<file path="config.mk">
export PLATFORM = sky130hd
export DESIGN_NAME = fp16_div_seq_flat
export DESIGN_NICKNAME = d
export VERILOG_FILES = /design/src/rtl/fp16_div_seq_if.sv /design/src/rtl/fp16_div_seq.sv /design/src/flat_wrapper.sv
export SDC_FILE = /design/constraint.sdc
export NUM_CORES = 1
export LEC_CHECK = 0
export ABC_AREA = 1
export CORE_ASPECT_RATIO = 0.7
export CORE_MARGIN = 2
export CORE_UTILIZATION = 25
export CTS_CLUSTER_DIAMETER = 80
export CTS_CLUSTER_SIZE = 12
export DETAILED_ROUTE_END_ITERATION = 10
export SETUP_SLACK_MARGIN = 0.4
export SLEW_MARGIN = 20
export SYNTH_ARGS = -nofsm -noshare
export SYNTH_HDL_FRONTEND = slang
export SYNTH_SLANG_ARGS = --single-unit
</file>
<file path="constraint.sdc">
create_clock -name clk -period 7.4 [get_ports clk]
set_input_delay 1.48 -clock clk [delete_from_list [all_inputs] [get_ports clk]]
set_output_delay 1.48 -clock clk [all_outputs]
set_load 0.01 [all_outputs]
</file>
<file path="src/rtl/fp16_div_seq_if.sv">
// rtl/fp16_div_seq_if.sv - operand/result handshake bundle for the fp16 sequential divider
interface fp16_div_seq_if;
  logic [15:0] op_a;
  logic [15:0] op_b;
  logic        in_valid;
  logic        in_ready;
  logic [15:0] q;
  logic        out_valid;
  logic        out_ready;
  logic        sNaN_o;
  logic        qNaN_o;
  logic        infinity_o;
  logic        zero_o;
  logic        subnormal_o;
  logic        normal_o;
  logic        div_by_zero_o;

  modport master (
    output op_a, op_b, in_valid, out_ready,
    input  in_ready, q, out_valid,
    input  sNaN_o, qNaN_o, infinity_o, zero_o, subnormal_o, normal_o, div_by_zero_o
  );

  modport slave (
    input  op_a, op_b, in_valid, out_ready,
    output in_ready, q, out_valid,
    output sNaN_o, qNaN_o, infinity_o, zero_o, subnormal_o, normal_o, div_by_zero_o
  );
endinterface

</file>
<file path="src/rtl/fp16_div_seq.sv">
// rtl/fp16_div_seq.sv - iterative binary16 restoring divider, one quotient bit per cycle
module fp16_div_seq #(
  parameter int          QBITS     = 12,
  parameter logic [15:0] CANON_NAN = 16'h7E00
) (
  input logic           clk,
  input logic           rst_n,
  fp16_div_seq_if.slave bus
);
  // flag vector order: {sNaN, qNaN, inf, zero, subnormal, normal, div_by_zero}
  localparam logic [6:0] F_SNAN = 7'b1000000;
  localparam logic [6:0] F_QNAN = 7'b0100000;
  localparam logic [6:0] F_INF  = 7'b0010000;
  localparam logic [6:0] F_ZERO = 7'b0001000;
  localparam logic [6:0] F_SUB  = 7'b0000100;
  localparam logic [6:0] F_NORM = 7'b0000010;
  localparam logic [6:0] F_DBZ  = 7'b0000001;

  typedef enum logic [1:0] {S_IDLE, S_DIVIDE, S_NORM, S_DONE} state_t;

  state_t             state, state_nxt;
  logic               accept;
  logic               sign;
  logic signed [6:0]  exp_a, exp_b;
  logic [10:0]        sig_b;
  logic [11:0]        rem;
  logic [11:0]        qb;
  logic [3:0]         cnt;
  logic [15:0]        res_q, q_r;
  logic [6:0]         res_flags, flags_r;
  logic               ov_r;

  // operand classification at the accept boundary; subnormals count as zero
  logic [4:0] ea, eb;
  logic [9:0] ma, mb;
  logic       a_nan, b_nan, a_snan, b_snan, a_inf, b_inf, a_zero, b_zero;
  assign ea     = bus.op_a[14:10];
  assign eb     = bus.op_b[14:10];
  assign ma     = bus.op_a[9:0];
  assign mb     = bus.op_b[9:0];
  assign a_nan  = (ea == 5'h1F) && (ma != 10'd0);
  assign b_nan  = (eb == 5'h1F) && (mb != 10'd0);
  assign a_snan = a_nan && !ma[9];
  assign b_snan = b_nan && !mb[9];
  assign a_inf  = (ea == 5'h1F) && (ma == 10'd0);
  assign b_inf  = (eb == 5'h1F) && (mb == 10'd0);
  assign a_zero = (ea == 5'd0);
  assign b_zero = (eb == 5'd0);

  logic        sp_hit, in_sign;
  logic [15:0] sp_q;
  logic [6:0]  sp_flags;
  assign in_sign = bus.op_a[15] ^ bus.op_b[15];

  // special-operand result, resolved in priority order
  always_comb begin
    sp_hit   = 1'b1;
    sp_q     = 16'h0000;
    sp_flags = 7'd0;
    if (a_snan) begin
      sp_q = bus.op_a; sp_flags = F_SNAN;
    end else if (b_snan) begin
      sp_q = bus.op_b; sp_flags = F_SNAN;
    end else if (a_nan) begin
      sp_q = bus.op_a; sp_flags = F_QNAN;
    end else if (b_nan) begin
      sp_q = bus.op_b; sp_flags = F_QNAN;
    end else if ((a_inf && b_inf) || (a_zero && b_zero)) begin
      sp_q = {in_sign | CANON_NAN[15], CANON_NAN[14:0]}; sp_flags = F_QNAN;
    end else if (a_inf) begin
      sp_q = {in_sign, 15'h7C00}; sp_flags = F_INF;
    end else if (b_inf) begin
      sp_q = {in_sign, 15'h0000}; sp_flags = F_ZERO;
    end else if (b_zero) begin
      sp_q = {in_sign, 15'h7C00}; sp_flags = F_INF | F_DBZ;
    end else if (a_zero) begin
      sp_q = {in_sign, 15'h0000}; sp_flags = F_ZERO;
    end else begin
      sp_hit = 1'b0;
    end
  end

  logic signed [6:0] te, e_n, sh_amt;
  logic [10:0]       sig_n;
  logic [9:0]        sub_frac;
  logic [15:0]       norm_q;
  logic [6:0]        norm_flags;

  // normalise the raw quotient and pack it as normal, subnormal, zero or overflow
  always_comb begin
    te = exp_a - exp_b;
    if (qb[11]) begin
      sig_n = qb[11:1];
      e_n   = te;
    end else begin
      sig_n = qb[10:0];
      e_n   = te - 7'sd1;
    end
    sh_amt     = -7'sd14 - e_n;
    sub_frac   = 10'(sig_n >> sh_amt);
    norm_q     = {sign, 15'h0000};
    norm_flags = F_ZERO;
    if (e_n > 7'sd15) begin
      norm_q     = {sign, 15'h7C00};
      norm_flags = F_INF;
    end else if (e_n < -7'sd24) begin
      norm_flags = F_ZERO;
    end else if (e_n < -7'sd14) begin
      if (sub_frac != 10'd0) begin
        norm_q     = {sign, 5'd0, sub_frac};
        norm_flags = F_SUB;
      end
    end else begin
      norm_q     = {sign, 5'(e_n + 7'sd15), sig_n[9:0]};
      norm_flags = F_NORM;
    end
  end

  // handshake outputs derived from the current state
  always_comb begin
    bus.in_ready = rst_n && (state == S_IDLE);
    accept       = bus.in_valid && bus.in_ready;
  end

  // next-state selection
  always_comb begin
    state_nxt = state;
    case (state)
      S_IDLE:   if (accept) state_nxt = sp_hit ? S_DONE : S_DIVIDE;
      S_DIVIDE: if (cnt == 4'(QBITS - 1)) state_nxt = S_NORM;
      S_NORM:   state_nxt = S_DONE;
      S_DONE:   if (ov_r && bus.out_ready) state_nxt = S_IDLE;
      default:  state_nxt = S_IDLE;
    endcase
  end

  // state register
  always_ff @(posedge clk) begin
    if (!rst_n) state <= S_IDLE;
    else        state <= state_nxt;
  end

  logic        ge;
  logic [10:0] diff;
  assign ge   = rem >= {1'b0, sig_b};
  assign diff = 11'(rem - {1'b0, sig_b});

  // datapath: operand capture, restoring iterations, result staging and output hold
  always_ff @(posedge clk) begin
    if (!rst_n) begin
      sign      <= 1'b0;
      exp_a     <= '0;
      exp_b     <= '0;
      sig_b     <= '0;
      rem       <= '0;
      qb        <= '0;
      cnt       <= '0;
      res_q     <= '0;
      res_flags <= '0;
      q_r       <= '0;
      flags_r   <= '0;
      ov_r      <= 1'b0;
    end else begin
      case (state)
        S_IDLE: if (accept) begin
          sign      <= in_sign;
          exp_a     <= 7'({2'b00, ea}) - 7'sd15;
          exp_b     <= 7'({2'b00, eb}) - 7'sd15;
          sig_b     <= {1'b1, mb};
          rem       <= {1'b0, 1'b1, ma};
          qb        <= '0;
          cnt       <= '0;
          res_q     <= sp_q;
          res_flags <= sp_flags;
        end
        S_DIVIDE: begin
          rem <= ge ? {diff, 1'b0} : {rem[10:0], 1'b0};
          qb  <= {qb[10:0], ge};
          cnt <= cnt + 4'd1;
        end
        S_NORM: begin
          res_q     <= norm_q;
          res_flags <= norm_flags;
        end
        S_DONE: begin
          if (!ov_r) begin
            ov_r    <= 1'b1;
            q_r     <= res_q;
            flags_r <= res_flags;
          end else if (bus.out_ready) begin
            ov_r    <= 1'b0;
            flags_r <= '0;
          end
        end
        default: ;
      endcase
    end
  end

  assign bus.q             = q_r;
  assign bus.out_valid     = ov_r;
  assign bus.sNaN_o        = flags_r[6];
  assign bus.qNaN_o        = flags_r[5];
  assign bus.infinity_o    = flags_r[4];
  assign bus.zero_o        = flags_r[3];
  assign bus.subnormal_o   = flags_r[2];
  assign bus.normal_o      = flags_r[1];
  assign bus.div_by_zero_o = flags_r[0];
endmodule

</file>
<file path="src/flat_wrapper.sv">
// flat-port wrapper written by rule: the top's interface ports become plain ports
module fp16_div_seq_flat 
#(
  parameter int          QBITS     = 12,
  parameter logic [15:0] CANON_NAN = 16'h7E00
)
  (clk, rst_n, bus_op_a, bus_op_b, bus_in_valid, bus_out_ready, bus_in_ready, bus_q, bus_out_valid, bus_sNaN_o, bus_qNaN_o, bus_infinity_o, bus_zero_o, bus_subnormal_o, bus_normal_o, bus_div_by_zero_o);
  fp16_div_seq_if bus_i ();
  input logic clk;
  input logic rst_n;
  input wire logic [$bits(bus_i.op_a)-1:0] bus_op_a;
  input wire logic [$bits(bus_i.op_b)-1:0] bus_op_b;
  input wire logic [$bits(bus_i.in_valid)-1:0] bus_in_valid;
  input wire logic [$bits(bus_i.out_ready)-1:0] bus_out_ready;
  output wire logic [$bits(bus_i.in_ready)-1:0] bus_in_ready;
  output wire logic [$bits(bus_i.q)-1:0] bus_q;
  output wire logic [$bits(bus_i.out_valid)-1:0] bus_out_valid;
  output wire logic [$bits(bus_i.sNaN_o)-1:0] bus_sNaN_o;
  output wire logic [$bits(bus_i.qNaN_o)-1:0] bus_qNaN_o;
  output wire logic [$bits(bus_i.infinity_o)-1:0] bus_infinity_o;
  output wire logic [$bits(bus_i.zero_o)-1:0] bus_zero_o;
  output wire logic [$bits(bus_i.subnormal_o)-1:0] bus_subnormal_o;
  output wire logic [$bits(bus_i.normal_o)-1:0] bus_normal_o;
  output wire logic [$bits(bus_i.div_by_zero_o)-1:0] bus_div_by_zero_o;
  assign bus_i.op_a = bus_op_a;
  assign bus_i.op_b = bus_op_b;
  assign bus_i.in_valid = bus_in_valid;
  assign bus_i.out_ready = bus_out_ready;
  assign bus_in_ready = bus_i.in_ready;
  assign bus_q = bus_i.q;
  assign bus_out_valid = bus_i.out_valid;
  assign bus_sNaN_o = bus_i.sNaN_o;
  assign bus_qNaN_o = bus_i.qNaN_o;
  assign bus_infinity_o = bus_i.infinity_o;
  assign bus_zero_o = bus_i.zero_o;
  assign bus_subnormal_o = bus_i.subnormal_o;
  assign bus_normal_o = bus_i.normal_o;
  assign bus_div_by_zero_o = bus_i.div_by_zero_o;
  fp16_div_seq #(.QBITS(QBITS), .CANON_NAN(CANON_NAN)) u_core (.clk(clk), .rst_n(rst_n), .bus(bus_i));
endmodule
</file>
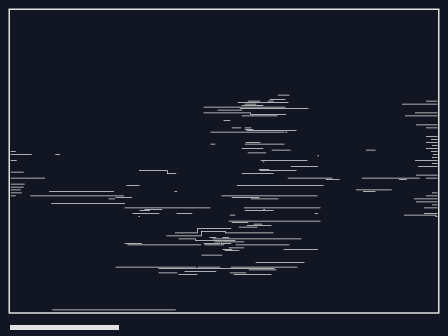
Fig. 1. Metal 3 (run 1).
Bar = 50 um.
longest straight run = 56.4 um
wire length on this layer = 1720 um
nets with wire on the layer = 121
main direction = horizontal
share of all routed wire = 8.4%

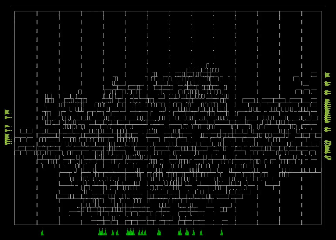
Fig. 2. Cell outlines without signal wires (run 1).
Finished Layout Cells: 1357
tap cell count: 331

==> notes.md, run 1 <==
Observations from the implementation run.

Synthesis:
- Per the post-synthesis report, the number of cells in the design is 986.
- The synthesis stat section lists a flop and latch total of 101.
- Of all cell types, the one taking the most synthesized area is dfxtp_1.
- The run gives the fraction of the mapped netlist area in adder cells as 7.180%.
- The run puts the area share of the largest cell type after synthesis at 31.19%.
- The run gives the share of flip-flops with an asynchronous set or reset after synthesis as 0%.
- The run puts the yosys stat cell total at 986.
- The run gives the post-synthesis share of cell area spent on and, or, nand and nor gates as 28.28%.
- Summing the sequential cell areas from Yosys gives 31.19% of the chip area.
- The run gives the post-synthesis mux area share as 0%.
- When the netlist entered floorplanning its net count stood at 1058.

Power:
- Per the summary, power density relative to cell area is 423.4 nW/um2.
- IR analysis of the VDD net gives a maximum drop of 0.1798 mV.
- The run gives the share of power burned in registers as 22.5%.
- The run puts the combinational cell power at 2.02 mW.
- The run puts the switching power of the nets at 1.722 mW.
- The run gives the power in sequential cells as 730 uW.

Critical path:
- The most critical setup path has its endpoint at bus_in_ready.
- STA lists the endpoint of the worst register-to-register path as u_core.res_flags[2]$_SDFFE_PN0P_.
- The run puts the length in cells of the worst reg-to-reg path at 17.
- The critical path is of the in -> out type.
- For reference, the critical path cell chain is buf_2 -> buf_4 -> nand2_1 -> inv_1 -> clkdlybuf4s50_1.
- The run gives the endpoint arrival time on the critical path as 2.82 ns.
- The run puts the instance count on the critical path at 5.
- On the critical path, the stage with the largest delay is an instance of clkdlybuf4s50_1.
- The worst setup path is captured at a primary output.

Final layout:
- The run puts the number of clock buffer instances in the layout at 9.
- The flow measured a signed area growth from synthesis to layout of 18.22%.
- The run gives the final design utilization as 29.98%.
- The sequential cells in the finished layout cover a total of 2022 um2.
- The run gives the layout buffering overhead excluding clock cells as 8.261%.
- In the final layout, excluding clock inverters the inverter count is 109.
- According to the cell report, flip-flops and latches in the layout number 101.
- The run puts the share of post-route cells with drive strength above 1 at 4.581%.
- By instance count after routing, the leading logic cell types are 199 x nand2_1, 123 x a21oi_1, 114 x o21ai_0, 101 x inv_1, 101 x dfxtp_1.
- By area, the class that comes first in the final layout consists of combinational gates.
- The run gives the multi-input gate share of the layout cell area as 50.58%.
- The run gives the dominant logic cell type in the layout as nand2_1.

Placed design:
- Once placement completed, the tool counted placed cells totaling 1341.

Floorplanning:
- The run puts the area inside the core boundary at 25570 um2.
- The run puts the x dimension of the die at 196.5 um.
- The run puts the starting density of the core at 25.36%.

Run:
- The run gives the number of max-capacitance violations reported as 0.

Clock network:
- The tree is rooted in a clkbuf_16.
- The run gives the clock input transition at the sequential cells of the worst setup and hold paths as 0.07 ns.
- TritonCTS built the clock tree.
- The run puts the total CTS buffers at 9.
- The run puts the deepest clock path buffer count at 2.

Status:
- The run finished with clean final reports.

Timing:
- Across all hold checks on the routed design, the worst slack comes to 0.4568 ns.
- The run gives the remaining max-slew budget at the tightest pin as 42.36%.
- For the final database, setup skew stands at 0.008860 ns.
- The run gives the max-slew violation total from the final report as 0.
- The run puts the setup slack of the critical path after layout at 3.096 ns.
- The final timing report lists a hold violation count of 0.

Global routing:
- The via count of the first global-routing pass was 6267.
- The run gives the met3 track demand over resource in global routing as 3.769%.

Route:
- Detailed routing inserted a total of 6736 vias.
- The run puts the mean number of vias per cell at 4.964.
- The run gives the met2 layer wire length in the routed design as 7.619 mm.
- The run gives the routed wirelength normalized by instance count as 15.04 um.
- The routed layout reports a DRC error count of 0.

Worst hold path:
- The run gives the destination of the worst hold path as u_core.sig_b[3]$_SDFFE_PN0P_.
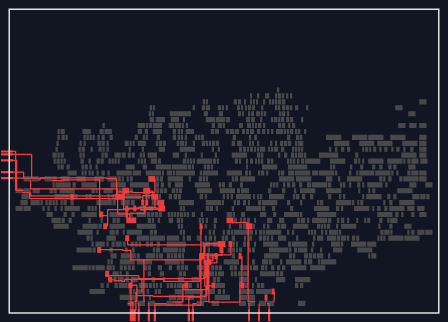
Fig. 3. Nets reached from selected ports (run 1).
bus_op_b -> red  # direction input, end cells 39, buffers 16, wire 1140 um
count of input and output buffers: 60
I/O Pins: 61

[run 1: cell families (layout without fill, tap and decap cells)]
kind of cell / after synthesis / count (layout)
XOR/XNOR: 16 / 16
flip-flops: 101 / 101
AND/OR/NAND/NOR: 416 / 416
AND-OR/OR-AND: 267 / 267
adder cells (fa/ha/maj): 36 / 36
buffers and inverters: 150 / 190
[run 1: Yosys cell counts (3+ instances only)]
cell type,instances
a21oi_1,123
a31oi_1,4
buf_2,5
clkbuf_1,34
clkinv_1,5
dfxtp_1,101
ha_1,34
inv_1,101
inv_2,3
nand2_1,199
nand2_2,3
nand2_4,4
nand3_1,75
nand3_2,3
nand4_1,23
nor2_1,85
nor2_2,5
nor3_1,8
nor4_1,5
o2111ai_1,5
o211ai_1,8
o21ai_0,114
xnor2_1,7
xor2_1,8
Fig. 4: run 1, the metal 2 layer
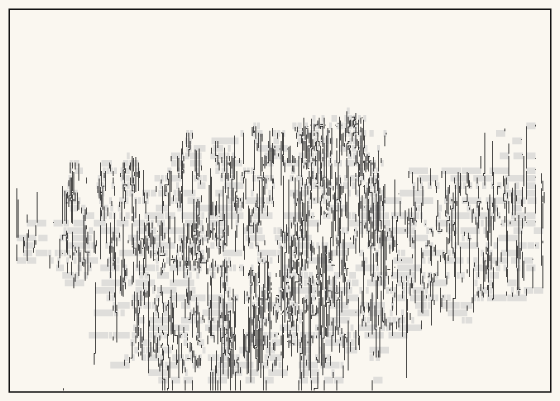

==> inputs of run 2 (changes only) <==
==> constraint.sdc (replaced) <==
create_clock -name clk -period 3.65 [get_ports clk]
set_input_delay 0.73 -clock clk [delete_from_list [all_inputs] [get_ports clk]]
set_output_delay 0.73 -clock clk [all_outputs]
set_load 0.01 [all_outputs]
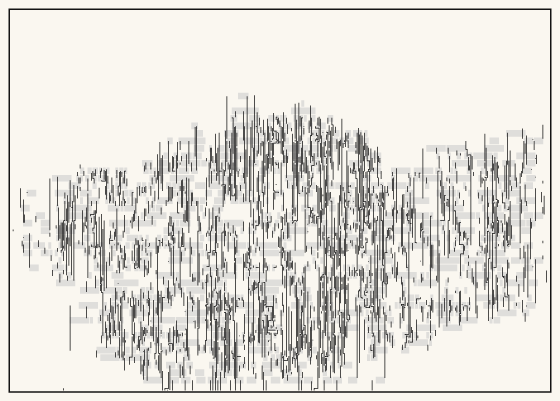
Fig. 5. The metal 2 layer (run 2).
wire length on this layer = 8460 um
main direction = vertical

==> run 2 against run 1 <==
Against the previous run:
- worst setup slack lost 2.8 ns
- core utilization increased by 2.9 points
- register-to-register slack got worse by 3.0 ns
- sequential power increased by 99%
- worst hold slack gained 0.0088 ns
- sequential cell count unchanged
- cell count is 3.8% higher
- power increased to 2.6 times the previous value
- largest cell class unchanged
==> notes.md, run 2 <==
Observations from the implementation run.

Final layout:
- The run gives the total non-filler cell area in the finished layout as 8404 um2.
- After the flow finishes, the layout carries non-filler instances totaling 1409.
- The run puts the layout-stage area growth over the synthesis result at 29.65%.
- For this run, the post-layout net count is 1145.
- The run gives the share of post-route cells with drive strength above 1 as 14.19%.
- The run gives the dominant logic cell type in the layout as nand2_1.
- The run gives the final design utilization as 32.87%.
- Per the cell usage report, the commonest logic cells after layout are 184 x nand2_1, 120 x a21oi_1, 104 x o21ai_0, 100 x dfxtp_1, 96 x inv_1.
- For this run, the script counts the antenna cells in the layout as 0.

Clock network:
- For this design, the CTS-stage hold fixing added 0 buffers.
- The run puts the clock latency on the worst-skew pair at 0.36 ns.
- The run gives the clock tree from TritonCTS as done.
- The run gives the count of H-tree levels built during CTS as 3.
- The run gives the total CTS buffers as 9.
- The run gives the deepest clock path buffer count as 2.
- According to the CTS report, the clock sink count is 101.
- Gates resized during post-CTS repair numbered 32.
- The cell sitting at the root of the clock tree is a clkbuf_16.
- The run puts the clock input transition at the sequential cells of the worst setup and hold paths at 0.07 ns.

Synthesis:
- Sorting the synthesis cell report by count puts at the top nand2_1.
- The run gives the number of flip-flops and latches in the synthesized netlist as 101.
- The run gives the synthesized netlist net count as 1058.
- The synthesis run shows the most used standard cells to be 199 x nand2_1, 123 x a21oi_1, 114 x o21ai_0, 101 x dfxtp_1, 101 x inv_1.
- The run gives the average cell area after synthesis as 6.575 um2.
- By area the synthesized netlist is led by dfxtp_1 31%, nand2_1 12%, a21oi_1 9.5%.
- The run gives the number of unique standard cell types used by synthesis as 41.
- The run gives the post-synthesis cell count as 986.
- The run gives the sequential fraction of the synthesis area as 31.19%.
- dfxtp_1 takes more of the synthesized area than any other cell.
- The run puts the yosys stat cell total at 986.
- The synthesized design devotes to its leading area cell type 31.19% of total area.
- The run puts the share of flip-flops with an asynchronous set or reset after synthesis at 0%.
- The run gives the number of synthesis warnings as 0.
- The run puts the summed standard-cell area reported by yosys at 6482 um2.

Worst hold path:
- For hold timing, the worst endpoint is u_core.sig_b[7]$_SDFFE_PN0P_.

Global routing:
- The run puts the wire length of the first global-routing pass at 34.44 mm.
- The run gives the total congestion overflow as 0.
- The run gives the met2 track demand over resource as 21.95%.
- The run puts the aggregate global-route resource usage at 15.86%.
- Global routing consumed, on the met3 layer, 4.061% of the routing resources.
- The run gives the global-route track usage on met1 as 24.48%.
- The number of antenna violations at the first check in global routing was 0.
- The run gives the via count of the first global-routing pass as 6333.

Critical path:
- The run puts the reg2reg setup slack at 0.28 ns.
- The run gives the endpoint of the lowest-slack register-to-register path as u_core.res_flags[3]$_SDFFE_PN0P_.
- The run gives the standard cell with the maximum stage delay on the critical path as fa_1.
- The run puts the instance count on the critical path at 23.
- The run puts the number of buffer and inverter stages on the critical path at 2.
- Traced cell by cell, the critical path runs through inv_2 -> ha_4 -> fa_1 -> ha_1 -> nand2_1 -> nor2_2 -> nand3_1 -> nand2_1 -> nand2_4 -> nand2_4 -> xnor2_4 -> clkbuf_16 -> nand4_1 -> nand3_1 -> nand2_1 -> nand2_1 -> nand2_1 -> nor2_2 -> nor2_2 -> nand3_2 -> nand2_2 -> nand2_1 -> a21oi_1.
- The run gives the kind of critical path as reg -> reg.
- The run gives the length in cells of the worst reg-to-reg path as 23.
- STA classifies the critical path startpoint as a flip-flop.
- The run gives the critical path launch point as u_core.exp_a[0]$_SDFFE_PN0P_.
- The capture point of the critical path was reported as u_core.res_flags[3]$_SDFFE_PN0P_.
- The run puts the endpoint arrival time on the critical path at 3.62 ns.
- The cell family contributing the most delay on the critical path is simple AND/OR/NAND/NOR gates.
- The run puts the required time at the worst-slack endpoint at 3.89 ns.
- STA classifies the critical path endpoint as a flip-flop.

Power:
- The dominant power group in this design is combinational cells.
- The run puts the share of power burned in registers at 17.5%.
- The analysis attributes to net switching a power of 4.186 mW.
- The run gives the power attributed to the clock group as 967 uW.
- Per report_power, the Sequential row totals 1.45 mW.
- In this run switching power makes up 50.39% of total power.
- The design draws 8.308 mW.
- Per the summary, power density relative to cell area is 988.5 nW/um2.
- The run gives the static leakage as 3.535 nW.
- The share of total power dissipated in the clock network is 11.6%.
- The run gives the combinational cell power as 5.89 mW.
- The run puts the maximum resistive drop on vdd at 0.4815 mV.

Floorplanning:
- The run gives the number of top-level design ports as 61.
- The chip occupies 27250 um2.
- According to the floorplan report, the die width is 196.5 um.
- In this run the standard cell core region covers 25570 um2.
- The run puts the standard-cell row count at 49.
- The run gives the starting density of the core as 25.36%.

Timing:
- The run gives the setup TNS after final layout as 0 ns.
- The run puts the final critical path time including I/O delays and setup at 3.375 ns.
- Setup repair after global routing could not meet its margin everywhere.
- The run gives the number of hold violations in the final report as 0.
- The run gives the max-slew violation total from the final report as 0.
- Across all setup checks in the final design, the least slack found is 0.2752 ns.
- The run gives the worst setup skew after layout as 0.009434 ns.
- The run puts the remaining max-slew budget at the tightest pin at 54.03%.
- On the final layout, the worst hold slack is 0.4656 ns.

Placed design:
- The run gives the placed standard-cell area as 7602 um2.
- The run gives the total of buffers placed on input and output ports as 60.
- The run puts the routability-driven placement congestion ratio at 0.9554.
- The run gives the total instance count after detailed placement as 1374.

Route:
- After the first detailed-routing iteration, the DRC count stood at 685.
- Summed over all nets, wire length on met3 after detailed routing comes to 1.857 mm.
- The run gives the total routed wire length on the met1 layer as 11.21 mm.
- The routed layout reports a DRC error count of 0.
- The run gives the mean number of vias per cell as 4.940.
- Detailed routing inserted a total of 6960 vias.
- The run puts the met2 layer wire length in the routed design at 8.462 mm.
- The run puts the routed wirelength normalized by instance count at 15.40 um.

Run:
- The tool flagged a number of max-cap violations equal to 0.
- The number of warnings reported in the stage logs is 37.

Status:
- The run finished with clean final reports.
==> run 2: cell counts after synthesis <==
No cell type changed its count.
==> run 2: kinds of logic after synthesis <==
family                     after synthesis  share of synthesized area, %
xor gates and xnor gates                16                         2.451
DFF                                    101                         31.19
buffers and inverters                  150                         9.014
and+or+nand+nor                        416                         28.28
adders and majority gates               36                         7.180
AOI/OAI and AO/OA                      267                         21.89
==> run 2: worst min-delay path, cell delays in order, from the launching register on <==
cell and delay, ns:
dfxtp_1 0.30, inv_1 0.06, a21oi_1 0.06
==> run 2: area by class of cell <==
type	instances	area (um2)	share of cell area, %
multi-input cells	737	4187	49.81
flip-flops and latches	101	2023	24.07
repair buffers	115	1076	12.80
well taps	331	414.1	4.928
inverters	109	409.1	4.868
clock buffers	9	225.2	2.680
clock inverters	7	70.07	0.8337
No activity file was given, so power comes from the tool's default toggle rates.
